[src/rtl/edge_det_pkg.sv]
// rtl/edge_det_pkg.sv - shared types and helpers for the multi-channel edge detector
//
// Purpose: per-channel FSM state encoding, edge-select encoding and the
//          helper that decides whether a pulse is an enabled event.
package edge_det_pkg;

  typedef enum logic [1:0] {ST_LO, PEND_HI, ST_HI, PEND_LO} edge_st_t;
  typedef enum logic [1:0] {EDGE_NONE, EDGE_RISE, EDGE_FALL, EDGE_BOTH} edge_sel_t;

  // A pulse counts as an event only when its direction is selected.
  function automatic logic edge_enabled(input logic [1:0] sel, input logic rise, input logic fall);
    edge_sel_t s;
    s = edge_sel_t'(sel);
    case (s)
      EDGE_RISE: return rise;
      EDGE_FALL: return fall;
      EDGE_BOTH: return rise | fall;
      default:   return 1'b0;
    endcase
  endfunction

endpackage

[src/rtl/edge_det_ch.sv]
// rtl/edge_det_ch.sv - one channel: input register, hysteresis comparator, debounce FSM, event counter
//
// Purpose: samples one code, debounces the comparator decision and emits
//          one-cycle edge pulses plus a saturating event count.
// Ports:
//   clk, rst_n      clock, synchronous active-low reset
//   en              1 = run, 0 = hold all state (pulses forced low)
//   code            channel code input
//   thr_hi, thr_lo  hysteresis thresholds
//   edge_sel        which pulse directions count as events
//   cnt_clr         clear the event counter
//   level           debounced level
//   rise, fall      one-cycle edge pulses (not gated by edge_sel)
//   evt             current pulse is an enabled event
//   cnt             saturating event counter
module edge_det_ch
  import edge_det_pkg::*;
#(
  parameter int DW    = 12,
  parameter int DEB   = 3,
  parameter int CNT_W = 16
) (
  input  logic             clk,
  input  logic             rst_n,
  input  logic             en,
  input  logic [DW-1:0]    code,
  input  logic [DW-1:0]    thr_hi,
  input  logic [DW-1:0]    thr_lo,
  input  logic [1:0]       edge_sel,
  input  logic             cnt_clr,
  output logic             level,
  output logic             rise,
  output logic             fall,
  output logic             evt,
  output logic [CNT_W-1:0] cnt
);

  localparam int DCW = (DEB > 1) ? $clog2(DEB) : 1;
  localparam logic [DCW-1:0] DEB_LAST = DCW'(DEB - 1);
  localparam logic [CNT_W-1:0] CNT_MAX = '1;

  logic [DW-1:0]  a_q;
  edge_st_t       state, state_nx;
  logic [DCW-1:0] deb_cnt, deb_nx;
  logic           rise_nx, fall_nx;
  logic           cand;

  // Level is high in ST_HI and while a fall is still being debounced.
  assign level = (state == ST_HI) || (state == PEND_LO);
  assign evt   = edge_enabled(edge_sel, rise, fall);

  // Between the thresholds the comparator agrees with the current level,
  // so the mid band never starts or sustains a pending flip.
  always_comb begin
    cand = level;
    if (thr_lo >= thr_hi)     cand = (a_q >= thr_hi);
    else if (a_q >= thr_hi)   cand = 1'b1;
    else if (a_q <= thr_lo)   cand = 1'b0;
  end

  always_comb begin
    state_nx = state;
    deb_nx   = deb_cnt;
    rise_nx  = 1'b0;
    fall_nx  = 1'b0;
    case (state)
      ST_LO: if (cand) begin
        if (DEB == 1) begin
          state_nx = ST_HI;
          rise_nx  = 1'b1;
        end else begin
          state_nx = PEND_HI;
          deb_nx   = DCW'(1);
        end
      end
      PEND_HI: begin
        if (!cand) begin
          state_nx = ST_LO;
          deb_nx   = '0;
        end else if (deb_cnt == DEB_LAST) begin
          state_nx = ST_HI;
          deb_nx   = '0;
          rise_nx  = 1'b1;
        end else begin
          deb_nx = deb_cnt + 1'b1;
        end
      end
      ST_HI: if (!cand) begin
        if (DEB == 1) begin
          state_nx = ST_LO;
          fall_nx  = 1'b1;
        end else begin
          state_nx = PEND_LO;
          deb_nx   = DCW'(1);
        end
      end
      PEND_LO: begin
        if (cand) begin
          state_nx = ST_HI;
          deb_nx   = '0;
        end else if (deb_cnt == DEB_LAST) begin
          state_nx = ST_LO;
          deb_nx   = '0;
          fall_nx  = 1'b1;
        end else begin
          deb_nx = deb_cnt + 1'b1;
        end
      end
      default: begin
        state_nx = ST_LO;
        deb_nx   = '0;
      end
    endcase
  end

  always_ff @(posedge clk) begin
    if (!rst_n) begin
      a_q     <= '0;
      state   <= ST_LO;
      deb_cnt <= '0;
      rise    <= 1'b0;
      fall    <= 1'b0;
      cnt     <= '0;
    end else if (en) begin
      a_q     <= code;
      state   <= state_nx;
      deb_cnt <= deb_nx;
      rise    <= rise_nx;
      fall    <= fall_nx;
      // A clear coinciding with an event keeps that event.
      if (cnt_clr)                    cnt <= evt ? CNT_W'(1) : '0;
      else if (evt && cnt != CNT_MAX) cnt <= cnt + 1'b1;
    end else begin
      rise <= 1'b0;
      fall <= 1'b0;
    end
  end

endmodule

[src/rtl/edge_detector_mc.sv]
// rtl/edge_detector_mc.sv - N-channel debounced hysteresis edge detector with counters and irq
//
// Purpose: replicates edge_det_ch per channel, muxes the selected counter
//          and keeps a sticky interrupt for enabled edge events.
// Ports:
//   clk, rst_n    clock, synchronous active-low reset
//   en            1 = detect, 0 = freeze channel state
//   a_in          channel codes, channel i at [i*DW +: DW]
//   thr_hi/lo     hysteresis thresholds
//   edge_sel      01 rise, 10 fall, 11 both, 00 none (counters and irq)
//   cnt_clr       per-channel counter clear
//   cnt_sel       counter read select
//   irq_ack       clears irq
//   level         debounced level per channel
//   rising_edge   one-cycle rise pulses
//   falling_edge  one-cycle fall pulses
//   cnt_rd        counter of channel cnt_sel
//   irq           sticky interrupt
module edge_detector_mc
  import edge_det_pkg::*;
#(
  parameter int N_CH  = 4,
  parameter int DW    = 12,
  parameter int DEB   = 3,
  parameter int CNT_W = 16
) (
  input  logic                    clk,
  input  logic                    rst_n,
  input  logic                    en,
  input  logic [N_CH*DW-1:0]      a_in,
  input  logic [DW-1:0]           thr_hi,
  input  logic [DW-1:0]           thr_lo,
  input  logic [1:0]              edge_sel,
  input  logic [N_CH-1:0]         cnt_clr,
  input  logic [$clog2(N_CH)-1:0] cnt_sel,
  input  logic                    irq_ack,
  output logic [N_CH-1:0]         level,
  output logic [N_CH-1:0]         rising_edge,
  output logic [N_CH-1:0]         falling_edge,
  output logic [CNT_W-1:0]        cnt_rd,
  output logic                    irq
);

  logic [N_CH-1:0]  evt;
  logic [CNT_W-1:0] cnt_arr [N_CH];

  for (genvar i = 0; i < N_CH; i++) begin : g_ch
    edge_det_ch #(.DW(DW), .DEB(DEB), .CNT_W(CNT_W)) u_ch (
      .clk      (clk),
      .rst_n    (rst_n),
      .en       (en),
      .code     (a_in[i*DW +: DW]),
      .thr_hi   (thr_hi),
      .thr_lo   (thr_lo),
      .edge_sel (edge_sel),
      .cnt_clr  (cnt_clr[i]),
      .level    (level[i]),
      .rise     (rising_edge[i]),
      .fall     (falling_edge[i]),
      .evt      (evt[i]),
      .cnt      (cnt_arr[i])
    );
  end

  assign cnt_rd = cnt_arr[cnt_sel];

  // Setting wins over ack so an event arriving with the ack is not lost.
  always_ff @(posedge clk) begin
    if (!rst_n)             irq <= 1'b0;
    else if (en && |evt)    irq <= 1'b1;
    else if (irq_ack)       irq <= 1'b0;
  end

endmodule

[config.mk]
export PLATFORM = sky130hd
export DESIGN_NAME = edge_detector_mc
export DESIGN_NICKNAME = d
export VERILOG_FILES = /design/src/rtl/edge_det_pkg.sv /design/src/rtl/edge_det_ch.sv /design/src/rtl/edge_detector_mc.sv
export SDC_FILE = /design/constraint.sdc
export NUM_CORES = 1
export LEC_CHECK = 0
export CORE_MARGIN = 10
export CORE_UTILIZATION = 52
export CTS_CLUSTER_DIAMETER = 40
export DETAILED_ROUTE_END_ITERATION = 10
export HOLD_SLACK_MARGIN = 0.06
export PLACE_DENSITY = 0.76
export SLEW_MARGIN = 5
export SYNTH_ARGS = -nofsm -noshare
export SYNTH_HDL_FRONTEND = slang
export SYNTH_SLANG_ARGS = --single-unit
[constraint.sdc]
create_clock -name clk -period 4.6 [get_ports clk]
set_input_delay 0.92 -clock clk [delete_from_list [all_inputs] [get_ports clk]]
set_output_delay 0.92 -clock clk [all_outputs]
set_load 0.05 [all_outputs]
==> deck_impl_summary.md, run 1 <==
Key Metrics from the Run

Synth
  – Most common library cells after synthesis: sky130_fd_sc_hd__nor2_1, sky130_fd_sc_hd__dfxtp_1, sky130_fd_sc_hd__ha_1
  – Main logic family after synthesis: simple AND/OR/NAND/NOR gates
  – Biggest area consumer among synthesized cells: sky130_fd_sc_hd__dfxtp_1
  – Post-synthesis register bit count: 137
  – Netlist Area Pre-Place: 8741 um2

Drt
  – Wire length on met3: 1.856 mm
  – Highest routed layer: met4
  – Drt drc: 0

Power
  – Power per standard cell area: 294.1 nW/um2
  – Comb power frac: 13.3%

Timing
  – Hold Fails Final Rpt: 0
  – Final cycle utilization of the critical path: 83.89%
  – Setup violation total in the final timing report: 0

Final layout
  – Multi-input combinational area share: 52.65%

Global route
  – Number of global-route vias before repair: 7437

Outcome
  – Status: finished, final reports clean

Clocking
  – Clock buffer count from CTS: 17
  – Maximum level of the CTS H-tree: 4
  – Root buf cell: sky130_fd_sc_hd__clkbuf_16

Placed design
  – Final weighted congestion in routability-driven placement: 0.9258
  – Post-Place Worst Slack: 0.7228 ns

Floorplanning
  – Number of placement rows: 47

Setup path
  – Crit path DAT: 2.94 ns
  – Buf/Inv on CP: 3
-- run 1: registers in the layout, indices dropped and copies added (netlist names), named ones only --
register	flops
g_ch.u_ch.state	4
g_ch.u_ch.rise	4
irq	1
g_ch.u_ch.deb_cnt	8
g_ch.u_ch.cnt	64
g_ch.u_ch.a_q	48
g_ch.u_ch.fall	4
-- run 1: kinds of logic (layout without fill, tap and decap cells) --
logic type | Yosys count | in the layout
adder cells (fa/ha/maj) | 112 | 112
flip-flops | 137 | 137
multiplexers | 65 | 65
buffers and inverters | 100 | 202
XOR/XNOR | 48 | 48
AND-OR/OR-AND | 192 | 192
AND/OR/NAND/NOR | 344 | 344
Figure 1. Power grid (run 1).
Scale: 2 px per um. Pins as bars on the die edge.
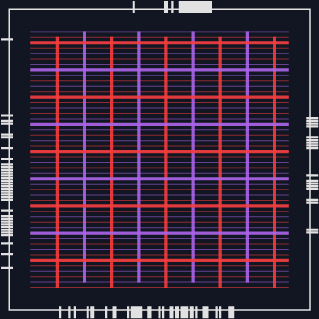
net	color
VDD	purple
VSS	red
signal pins	113
met4 straps	9
met1 rails	48
met5 straps	9
worst supply voltage drop on vdd: 269.6 uV
die width: 149.7 um
total core area: 16520 um2

Figure 2. The metal 2 layer (run 1).
Scale: 2 px per um.
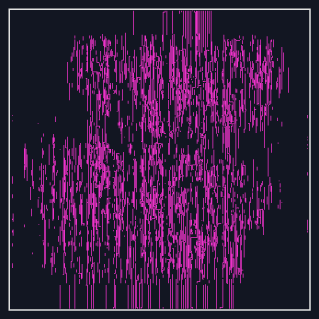
main direction	vertical
longest straight run	37.4 um
share of all routed wire	44%
nets with wire on the layer	1056
met2 Track Usage GR: 32.17%
Detailed Route WL: 24.06 mm
vias: 7763

Figure 3. Clock wiring as the flow saved it (run 1).
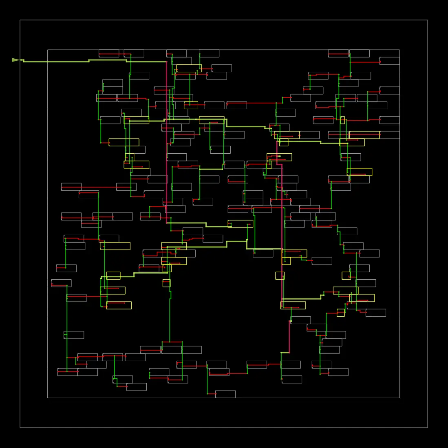
power consumed by the clock network: 0.00144 W
largest clock skew in the final design: 0.01022 ns

Figure 4. Where the registers sit (run 1).
Scale: 2 px per um.
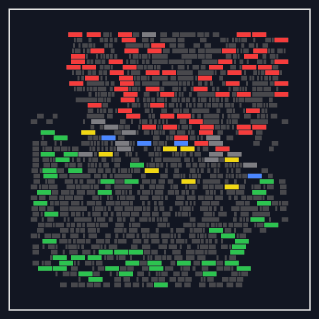
name in the netlist	color	placed flops
g_ch.u_ch.cnt	red	64
g_ch.u_ch.a_q	green	48
g_ch.u_ch.deb_cnt	yellow	8
g_ch.u_ch.state	blue	4
not colored	13
sequential cell area in the final layout: 2743 um2
utilization after layout: 63.81%

==> run 2: changes to the inputs <==
==> constraint.sdc (replaced) <==
create_clock -name clk -period 3.75 [get_ports clk]
set_input_delay 0.75 -clock clk [delete_from_list [all_inputs] [get_ports clk]]
set_output_delay 0.75 -clock clk [all_outputs]
set_load 0.05 [all_outputs]
Figure 5. Placement density heat map (run 2).
Scale: 2 px per um. 15 x 15 tiles, from black (low) to pale yellow (high), 0 to 100% covered.
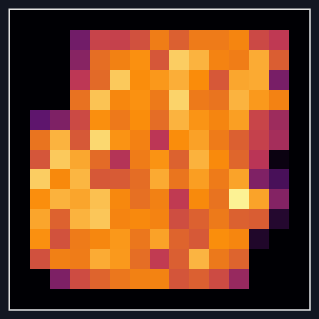
mean over tiles	46%
nearly empty tiles	31%
emptiest ninth of the die	top left
fullest tile	97%
densest ninth of the die	middle
initial cell density of the core: 52.90%
utilization after layout: 63.85%

==> deck_impl_summary.md, run 2 <==
Key Metrics from the Run

Placed design
  – Post-Place Worst Slack: 0.2770 ns (-0.4459 ns)
  – Final weighted congestion in routability-driven placement: 0.9336 (+0.84%)

Timing
  – Largest clock skew in the final design: 0.01405 ns (+0.003831 ns)
  – Setup violation total in the final timing report: 0 (unchanged)
  – Smallest hold slack: 0.5014 ns
  – Crit path time final: 3.128 ns
  – Hold Fails Final Rpt: 0 (unchanged)
  – Final cycle utilization of the critical path: 83.41%

Global route
  – Met2 Track Usage GR: 32.15% (about the same)
  – Number of global-route vias before repair: 7458 (+0.28%)
  – Met1 Track Usage GR: 29.67%

Final layout
  – Largest registers in the final layout: g_ch.u_ch.cnt x64, g_ch.u_ch.a_q x48, g_ch.u_ch.deb_cnt x8
  – Multi-input combinational area share: 52.61% (about the same)
  – Area growth from synthesis to layout: 20.71%
  – Largest Register: g_ch.u_ch.cnt

Drt
  – Wire length on met3: 1.822 mm (-1.8%)
  – Met2 Routed Length: 10.56 mm
  – Vias: 7737 (-0.33%)
  – Drt drc: 0 (unchanged)
  – Via density per instance: 5.839
  – Detailed Route WL: 23.98 mm (-0.32%)
  – Highest routed layer: met4

Synth
  – Number of distinct library cells after synthesis: 65
  – Netlist Area Pre-Place: 8741 um2 (unchanged)
  – Main logic family after synthesis: simple AND/OR/NAND/NOR gates
  – Top-count cell post-synth: sky130_fd_sc_hd__nor2_1
  – Biggest area consumer among synthesized cells: sky130_fd_sc_hd__dfxtp_1
  – Average instance area after synthesis: 8.758 um2
  – Post-synthesis register bit count: 137 (unchanged)
  – EDFF count, synth: 0

Power
  – Worst supply voltage drop on vdd: 358.4 uV (+33%)
  – Leak Pwr: 4.397 nW
  – Power per standard cell area: 357.9 nW/um2 (+22%)

Clocking
  – Clock buffer count from CTS: 17 (unchanged)
  – CTS Sinks: 137
  – Maximum level of the CTS H-tree: 4 (unchanged)
  – Root buf cell: sky130_fd_sc_hd__clkbuf_16

Setup path
  – List of cells traversed by the critical path: clkdlybuf4s50_1 -> inv_1 -> ha_1 -> nand2b_1 -> a211oi_1 -> o211a_1 -> o21ba_1 -> a311oi_1 -> a2111oi_0 -> a211oi_1
  – Crit path DAT: 3.41 ns (+0.47 ns)

Floorplanning
  – Number of placement rows: 47 (unchanged)
  – Die width: 149.7 um (unchanged)

Outcome
  – Status: finished, final reports clean
Figure 6. Where the registers sit (run 2).
Scale: 2 px per um.
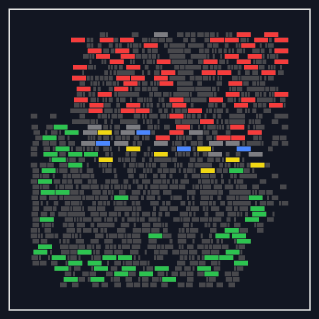
name in the netlist	color	placed flops
g_ch.u_ch.state	blue	4
g_ch.u_ch.a_q	green	48
g_ch.u_ch.cnt	red	64
g_ch.u_ch.deb_cnt	yellow	8
power drawn by the sequential cells: 0.00154 W
Seq area share: 25.99%

[run 2: cell types whose count changed in the layout (fill, tap and decap cells not counted)]
| cell | before | now |
|---|---|---|
| sky130_fd_sc_hd__buf_4 | 6 | 25 |
| sky130_fd_sc_hd__clkdlybuf4s50_1 | 111 | 95 |
| sky130_fd_sc_hd__inv_8 | 0 | 3 |
| sky130_fd_sc_hd__buf_12 | 0 | 2 |
| sky130_fd_sc_hd__clkbuf_8 | 2 | 0 |
| sky130_fd_sc_hd__inv_6 | 3 | 5 |
| sky130_fd_sc_hd__bufinv_16 | 3 | 2 |
| sky130_fd_sc_hd__clkbuf_1 | 1 | 0 |
| sky130_fd_sc_hd__clkinv_2 | 1 | 0 |
[run 2: power by group]
group          switching, W  internal (W)
clock network      0.000726       0.00101
registers         0.0000425       0.00149
logic              0.000270      0.000239
Power and IR drop assume default switching activity.
